`src/rtl/mips_pkg.sv`:
```
// Shared MIPS front-end types: fetch FSM states, opcode constants, instruction width.
package mips_pkg;

   localparam int INSTR_W = 32;

   typedef enum logic [1:0] {
      S_RESET,
      S_FETCH,
      S_EXEC
   } fetch_state_t;

   localparam logic [5:0] OP_RTYPE = 6'h00;
   localparam logic [5:0] OP_J     = 6'h02;
   localparam logic [5:0] OP_BEQ   = 6'h04;
   localparam logic [5:0] OP_ADDI  = 6'h08;
   localparam logic [5:0] OP_LW    = 6'h23;
   localparam logic [5:0] OP_SW    = 6'h2B;

   // Sign-extended, word-scaled branch displacement.
   function automatic logic [INSTR_W-1:0] br_offset(input logic [15:0] imm);
      return {{14{imm[15]}}, imm, 2'b00};
   endfunction

endpackage

```
`src/rtl/pc_next_calc.sv`:
```
// Next-PC selection: jump beats taken branch, otherwise sequential.
module pc_next_calc
   import mips_pkg::*;
(
   input  logic [INSTR_W-1:0] pc,
   input  logic [25:0]        ir_low,
   input  logic               jump,
   input  logic               branch_taken,
   output logic [INSTR_W-1:0] pc_plus4,
   output logic [INSTR_W-1:0] next_pc
);

   always_comb begin
      pc_plus4 = pc + 32'd4;
      if (jump)
         next_pc = {pc_plus4[31:28], ir_low, 2'b00};
      else if (branch_taken)
         next_pc = pc_plus4 + br_offset(ir_low[15:0]);
      else
         next_pc = pc_plus4;
   end

endmodule

```
`src/rtl/instr_fetch_stage.sv`:
```
// Instruction fetch: owns PC and IR, fetches over req/ack, one instruction in flight.
module instr_fetch_stage
   import mips_pkg::*;
#(
   parameter logic [INSTR_W-1:0] RESET_PC = 32'h0000_0000,
   parameter int                 MAX_WAIT = 15
)(
   input  logic               clk,
   input  logic               rst,
   input  logic               stall,
   input  logic               jump,
   input  logic               branch_taken,
   output logic               imem_req,
   output logic [INSTR_W-1:0] imem_addr,
   input  logic               imem_ack,
   input  logic [INSTR_W-1:0] imem_rdata,
   output logic               instr_valid,
   output logic [5:0]         op,
   output logic [5:0]         funct,
   output logic [4:0]         rs,
   output logic [4:0]         rt,
   output logic [4:0]         rd,
   output logic [15:0]        imm,
   output logic [INSTR_W-1:0] pc,
   output logic [INSTR_W-1:0] pc_plus4,
   output logic               fetch_err
);

   localparam int WCW = $clog2(MAX_WAIT + 1);

   fetch_state_t       state, state_nxt;
   logic [INSTR_W-1:0] ir;
   logic [INSTR_W-1:0] next_pc;
   logic [WCW-1:0]     wait_cnt;

   pc_next_calc u_pc_next (
      .pc           (pc),
      .ir_low       (ir[25:0]),
      .jump         (jump),
      .branch_taken (branch_taken),
      .pc_plus4     (pc_plus4),
      .next_pc      (next_pc)
   );

   always_comb begin
      state_nxt   = state;
      imem_req    = 1'b0;
      instr_valid = 1'b0;
      case (state)
         S_RESET: state_nxt = S_FETCH;
         S_FETCH: begin
            imem_req = 1'b1;
            if (imem_ack) state_nxt = S_EXEC;
         end
         S_EXEC: begin
            instr_valid = 1'b1;
            if (!stall) state_nxt = S_FETCH;
         end
         default: state_nxt = S_RESET;
      endcase
   end

   // fetch_err rises on the edge that completes the MAX_WAIT-th unanswered cycle.
   always_ff @(posedge clk) begin
      if (rst) begin
         state     <= S_RESET;
         pc        <= RESET_PC;
         ir        <= '0;
         wait_cnt  <= '0;
         fetch_err <= 1'b0;
      end else begin
         state <= state_nxt;
         if (state == S_FETCH) begin
            if (imem_ack) begin
               ir       <= imem_rdata;
               wait_cnt <= '0;
            end else begin
               if (wait_cnt != WCW'(MAX_WAIT)) wait_cnt <= wait_cnt + WCW'(1);
               if (wait_cnt >= WCW'(MAX_WAIT - 1)) fetch_err <= 1'b1;
            end
         end
         if (state == S_EXEC && !stall) pc <= next_pc;
      end
   end

   assign imem_addr = pc;
   assign op        = ir[31:26];
   assign rs        = ir[25:21];
   assign rt        = ir[20:16];
   assign rd        = ir[15:11];
   assign imm       = ir[15:0];
   assign funct     = ir[5:0];

endmodule
```
`config.mk`:
```
export PLATFORM = sky130hd
export DESIGN_NAME = instr_fetch_stage
export DESIGN_NICKNAME = d
export VERILOG_FILES = /design/src/rtl/mips_pkg.sv /design/src/rtl/pc_next_calc.sv /design/src/rtl/instr_fetch_stage.sv
export SDC_FILE = /design/constraint.sdc
export NUM_CORES = 1
export LEC_CHECK = 0
export ABC_AREA = 0
export CAP_MARGIN = 10
export CELL_PAD_IN_SITES_DETAIL_PLACEMENT = 0
export CELL_PAD_IN_SITES_GLOBAL_PLACEMENT = 1
export CORE_AREA = 3 3 143 117
export CTS_CLUSTER_SIZE = 8
export DETAILED_ROUTE_END_ITERATION = 10
export DIE_AREA = 0 0 146 120
export HOLD_SLACK_MARGIN = 0.03
export PLACE_DENSITY_LB_ADDON = 0.1
export RECOVER_POWER = 100
export SLEW_MARGIN = 20
export SYNTH_ARGS = -nofsm -noshare
export SYNTH_HDL_FRONTEND = slang
export SYNTH_SLANG_ARGS = --single-unit
```
`constraint.sdc`:
```
create_clock -name clk -period 5.8 [get_ports clk]
set_clock_uncertainty 0.1 [all_clocks]
set_input_delay 0.58 -clock clk [delete_from_list [all_inputs] [get_ports clk]]
set_output_delay 0.58 -clock clk [all_outputs]
set_load 0.01 [all_outputs]
```
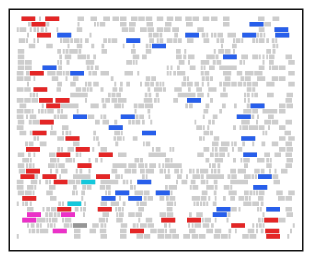
run_1/registers.png
Scale: 2 px per um. Other sequential cells in the stronger gray, the rest of the logic in the fainter gray.
[`ir`] red | placed flops: 32 | where: widely spread
[`state`] cyan | placed flops: 2
[`imem_addr`] blue | placed flops: 30 | where: widely spread
[`wait_cnt`] magenta | placed flops: 4 | where: south-west
register area: 0.001381 mm^2
fraction of area in registers: 0.1885
sequential group power: 0.509 mW
Util after Layout: 0.4715

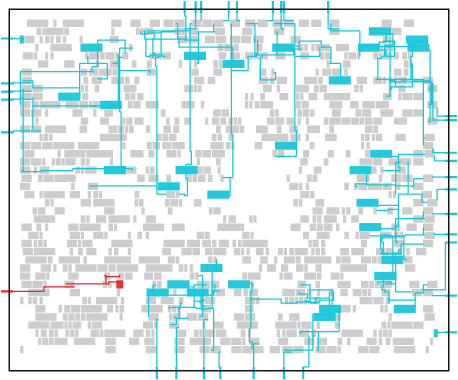
run_1/port_nets.png
Scale: 3 px per um.
[`instr_valid`] red | direction: output | edge: west | end cells: 1 | buffers: 1 | wire: 50.8 um
[`imem_addr`] cyan | direction: output | edge: 11 east, 9 north, 7 south, 5 west | end cells: 32 | buffers: 30 | wire: 1970 um
I/O pin count: 180
number of buffer cells added on primary ports: 173

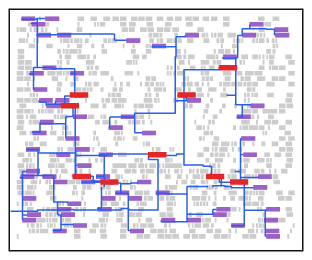
run_1/clock_map.png
Scale: 2 px per um.
[clock wires] blue | length: 1190 um
[cells driving clock nets] red | count: 9
[flip-flops] purple | count: 69
flops lie: widely spread
routed clock nets: 10
clk latency late pin: 0.35 ns
P_clk: 0.567 mW
Clock power frac: 0.442

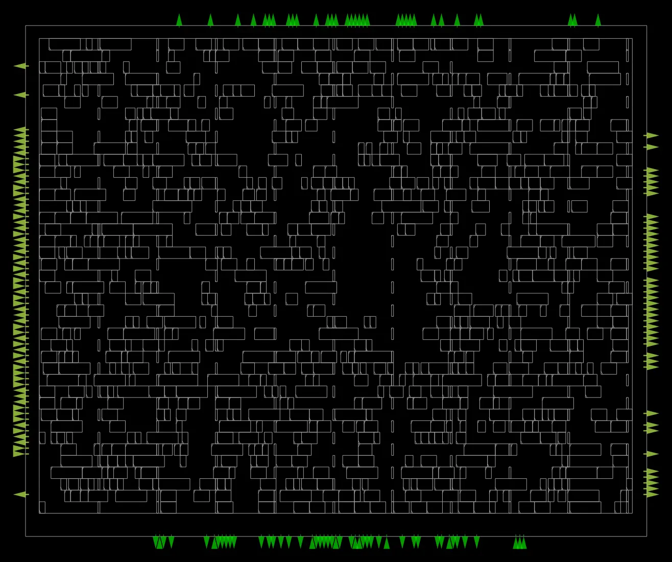
run_1/final_placement.png
Core Area: 0.01554 mm^2
final standard cell count with taps included and fillers excluded: 1076

==> results_slide.txt, run 1 <==
Implementation Results

STA
  – Final Setup Violations: 0
  – Final cycle utilization of the critical path: 0.8224

Status
  – Run status: finished clean

Layout
  – Dominant logic cell type in the layout: sky130_fd_sc_hd__nand2_1
  – Non-clock inverter count in the final layout: 14
  – Filler Cells Inserted: 1571
  – Multi-Input Combinational: 578
  – Total number of sequential cells: 69
  – Max reg flops: 32

Synthesis
  – Leading register cell type out of synthesis: sky130_fd_sc_hd__dfxtp_1
  – Number of warnings printed during yosys synthesis: 0
  – Post-synth top area cell: sky130_fd_sc_hd__dfxtp_1
  – Cell types occupying the most area after synthesis: sky130_fd_sc_hd__dfxtp_1, sky130_fd_sc_hd__nand2_1, sky130_fd_sc_hd__ha_1
  – Sequential element share of the synthesized area: 0.2510
  – Synth Area in Simple Gates: 0.2451

Pwr
  – Internal Power: 0.8858 mW
  – Total power: 1.283 mW
  – Net switching fraction of the power: 0.3095
  – Sequential group share of total power: 0.396
  – Static power due to leakage: 3.348 nW

Drt
  – Final antenna-violating net count: 0
  – DRC violation total after the first TritonRoute iteration: 304
  – Top routing layer used: met4
  – Via/cell ratio: 5.243

Worst setup path
  – Worst EP arrival: 4.90 ns
  – Worst Setup Path Type: reg2reg
  – Launch point of the worst path: imem_addr[2]$_SDFFE_PP0P_
  – Worst reg2reg startpoint: imem_addr[2]$_SDFFE_PP0P_

Global routing
  – Wire length of the first global-routing pass: 31220 um
  – Total overflow reported by the global router: 0
  – Global Route met2 Usage: 0.3453
  – Pin count of the biggest net entering global routing: 58
  – Met1 global-route usage: 0.3207

Clock tree
  – CTS root buffer: sky130_fd_sc_hd__clkbuf_16
  – CTS Buffer Depth: 2
  – TritonCTS clock tree: done
  – Resize count post-CTS: 0

Placement
  – Dpl ws: 1.726 ns
run_1/cell_classes.png
Scale: 2 px per um.
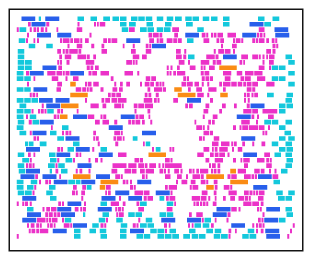

==> run 1 -> run 2 <==
CORE_AREA = 3 3 149 122   (was 3 3 143 117)
DIE_AREA = 0 0 152 125   (was 0 0 146 120)
clock period = 4.8 ns   (was 5.8 ns; I/O delays follow)
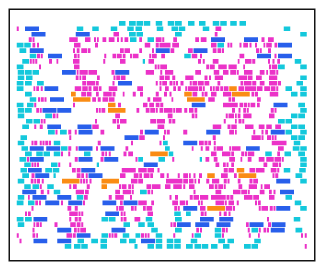
run_2/cell_classes.png
Scale: 2 px per um.
[all other logic] magenta | cells: 592
[flip-flops] blue | cells: 69
[other buffers and delay cells] cyan | cells: 183
[clock drivers and dummy loads] orange | cells: 16
placement row count: 42
fraction of area in registers: 0.1868
post-route cell area: 0.007396 mm^2

==> results_slide.txt, run 2 <==
Implementation Results

Status
  – Run status: finished clean (unchanged)

Clock tree
  – Clk latency late pin: 0.35 ns (about the same)
  – Resize count post-CTS: 0 (unchanged)
  – CTS Buffer Depth: 2 (unchanged)
  – CTS root buffer: sky130_fd_sc_hd__clkbuf_16 (unchanged)

Layout
  – Util after Layout: 0.4454 (was 0.4715)
  – Non-clock inverter count in the final layout: 14 (unchanged)
  – Max reg flops: 32 (unchanged)
  – Multi-Input Combinational: 578 (unchanged)
  – Filler Cells Inserted: 1687 (was 1571)
  – Final standard cell count with taps included and fillers excluded: 1080 (was 1076)
  – Total number of sequential cells: 69 (unchanged)
  – Dominant logic cell type in the layout: sky130_fd_sc_hd__nand2_1 (unchanged)

Drt
  – Final antenna-violating net count: 0 (unchanged)
  – DRC violation total after the first TritonRoute iteration: 266 (was 304)
  – Top routing layer used: met4 (unchanged)
  – Via/cell ratio: 5.155 (was 5.243)

Global routing
  – Pin count of the biggest net entering global routing: 58 (unchanged)
  – Total overflow reported by the global router: 0 (unchanged)
  – Met1 global-route usage: 0.2885 (was 0.3207)
  – Global Route met2 Usage: 0.2981 (was 0.3453)
  – Wire length of the first global-routing pass: 31040 um (was 31220 um)

Pwr
  – Internal Power: 1.071 mW (was 0.8858 mW)
  – P_clk: 0.687 mW (was 0.567 mW)
  – Net switching fraction of the power: 0.3096 (was 0.3095)
  – Sequential group power: 0.617 mW (was 0.509 mW)
  – Total power: 1.551 mW (was 1.283 mW)
  – Clock power frac: 0.443 (was 0.442)
  – Static power due to leakage: 3.389 nW (was 3.348 nW)
  – Sequential group share of total power: 0.398 (was 0.396)

Placement
  – Dpl ws: 0.7810 ns (was 1.726 ns)

Die
  – Core Area: 0.01661 mm^2 (was 0.01554 mm^2)
  – I/O pin count: 180 (unchanged)

Worst setup path
  – Worst reg2reg startpoint: imem_addr[4]$_SDFFE_PP0P_ (was imem_addr[2]$_SDFFE_PP0P_)

Synthesis
  – Leading register cell type out of synthesis: sky130_fd_sc_hd__dfxtp_1 (unchanged)
  – Number of warnings printed during yosys synthesis: 0 (unchanged)

STA
  – Final Setup Violations: 0 (unchanged)
run_2/clock_map.png
Scale: 2 px per um.
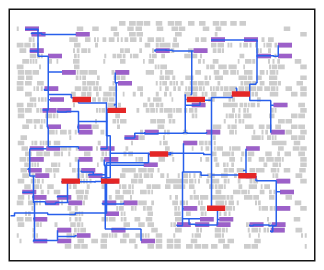

==> run 2 -> run 3 <==
REMOVE_ABC_BUFFERS = 1   (was default)
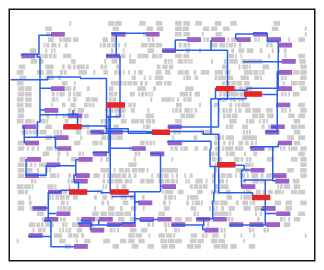
run_3/clock_map.png
Scale: 2 px per um.
[clock wires] blue | length: 1360 um
[flip-flops] purple | count: 69
[cells driving clock nets] red | count: 9
routed clock nets: 10
flops lie: widely spread
P_clk: 0.692 mW
Clock power frac: 0.444

==> results_slide.txt, run 3 <==
Implementation Results

Status
  – Run status: finished clean (unchanged)

Clock tree
  – CTS Buffer Depth: 2 (unchanged)
  – CTS root buffer: sky130_fd_sc_hd__clkbuf_16 (unchanged)
  – Clk latency late pin: 0.35 ns (about the same)
  – CTS hold repair buffers: 0 (unchanged)
  – Clock transition at the registers of the reported paths: 0.06 ns (was 0.07 ns)
  – Cts bufs inserted: 9 (unchanged)
  – TritonCTS clock tree: done (unchanged)
  – Resize count post-CTS: 0 (unchanged)

Die
  – I/O pin count: 180 (unchanged)
  – Placement row count: 42 (unchanged)
  – Chip Footprint: 0.01900 mm^2 (unchanged)
  – Die extent in y: 125 um (unchanged)
  – Core Area: 0.01661 mm^2 (unchanged)

Global routing
  – Total overflow reported by the global router: 0 (unchanged)
  – Number of antenna violations at the first check in global routing: 0 (unchanged)
  – Pin count of the biggest net entering global routing: 57 (was 58)
  – Wire length of the first global-routing pass: 31570 um (was 31040 um)
  – Met1 global-route usage: 0.2773 (was 0.2885)
  – Global Route met2 Usage: 0.3318 (was 0.2981)

STA
  – Worst Max-Slew Pin Slew: 1.247 ns (was 0.9503 ns)
  – Final Setup Violations: 0 (unchanged)
  – Final cycle utilization of the critical path: 0.8930 (was 0.8688)
  – Setup TNS: 0 ns (unchanged)
  – Final worst-path setup slack: 0.5135 ns (was 0.6298 ns)

Layout
  – Util after Layout: 0.4447 (was 0.4454)
  – Dominant logic cell type in the layout: sky130_fd_sc_hd__nand2_1 (unchanged)
  – Final standard cell count with taps included and fillers excluded: 1081 (was 1080)
  – Nets@finish: 933 (was 932)
  – Filler Cells Inserted: 1692 (was 1687)
  – Count of plain and timing-repair buffers: 184 (was 183)
  – Post-route cell area: 0.007385 mm^2 (was 0.007396 mm^2)
  – Register area: 0.001381 mm^2 (unchanged)
  – Ant. Diodes: 0 (unchanged)
  – Non-clock buffering overhead in the final layout: 0.2435 (was 0.2416)
  – Max reg flops: 32 (unchanged)
  – Non-clock inverter count in the final layout: 14 (unchanged)
  – Total number of sequential cells: 69 (unchanged)
  – Share of final-layout standard cells stronger than drive strength 1: 0.04530 (was 0.04651)
  – Fraction of area in registers: 0.1871 (was 0.1868)
  – Multi-Input Combinational: 578 (unchanged)

Drt
  – Total Routed Length: 19900 um (was 19560 um)
  – Detail Route met2 WL: 8888 um (was 8089 um)
  – DR pass1 iterations: 5 (unchanged)
  – DRC violation total after the first TritonRoute iteration: 236 (was 266)
  – Top routing layer used: met4 (unchanged)
  – Via/cell ratio: 5.151 (was 5.155)
  – DRT met1 WL: 9568 um (was 9537 um)
  – Final antenna-violating net count: 0 (unchanged)

Pwr
  – Total power: 1.557 mW (was 1.551 mW)
  – Max VDD drop: 0.1564 mV (was 0.1595 mV)
  – Net switching fraction of the power: 0.2913 (was 0.3096)
  – Internal Power: 1.103 mW (was 1.071 mW)
  – Static power due to leakage: 3.381 nW (was 3.389 nW)
  – Sequential group share of total power: 0.395 (was 0.398)
  – Sequential group power: 0.614 mW (was 0.617 mW)
  – Switching power: 0.4536 mW (was 0.4802 mW)

Synthesis
  – Post-synthesis area per instance: 7.509 um^2 (unchanged)
  – Share of Yosys cell area claimed by the top area cell type: 0.2510 (unchanged)
  – Main kind of combinational logic by area: simple AND/OR/NAND/NOR gates (unchanged)
  – MUX area fraction: 0.01637 (unchanged)
  – Leading register cell type out of synthesis: sky130_fd_sc_hd__dfxtp_1 (unchanged)
  – Post-synth top area cell: sky130_fd_sc_hd__dfxtp_1 (unchanged)
  – Number of standard cells reported by yosys: 733 (unchanged)
  – EDFF count, synth: 0 (unchanged)
  – Synth Area in Simple Gates: 0.2451 (unchanged)
  – Share of synthesized cell area in and-or and or-and compound cells: 0.2214 (unchanged)
  – Number of warnings printed during yosys synthesis: 0 (unchanged)
  – Post-synthesis instance area: 0.005504 mm^2 (unchanged)
  – Total cell area reported by yosys after synthesis: 0.005504 mm^2 (unchanged)
  – Cell types occupying the most area after synthesis: sky130_fd_sc_hd__dfxtp_1, sky130_fd_sc_hd__nand2_1, sky130_fd_sc_hd__ha_1 (unchanged)
  – Sequential element share of the synthesized area: 0.2510 (unchanged)
  – Number of register bits inferred by synthesis: 69 (unchanged)

Placement
  – Dpl ws: 0.6950 ns (was 0.7810 ns)
  – Number of buffer cells added on primary ports: 173 (unchanged)
  – Placed Area: 0.007141 mm^2 (was 0.007133 mm^2)

Worst setup path
  – Worst Setup Path Type: reg2reg (unchanged)
  – Worst EP arrival: 4.42 ns (was 4.30 ns)
  – R2r setup slk: 0.51 ns (was 0.63 ns)
  – Worst reg2reg startpoint: imem_addr[2]$_SDFFE_PP0P_ (was imem_addr[4]$_SDFFE_PP0P_)
  – Launch point of the worst path: imem_addr[2]$_SDFFE_PP0P_ (was imem_addr[4]$_SDFFE_PP0P_)

Flow run
  – Tool warnings: 32 (was 33)
No activity file was given, so power comes from the tool's default toggle rates.
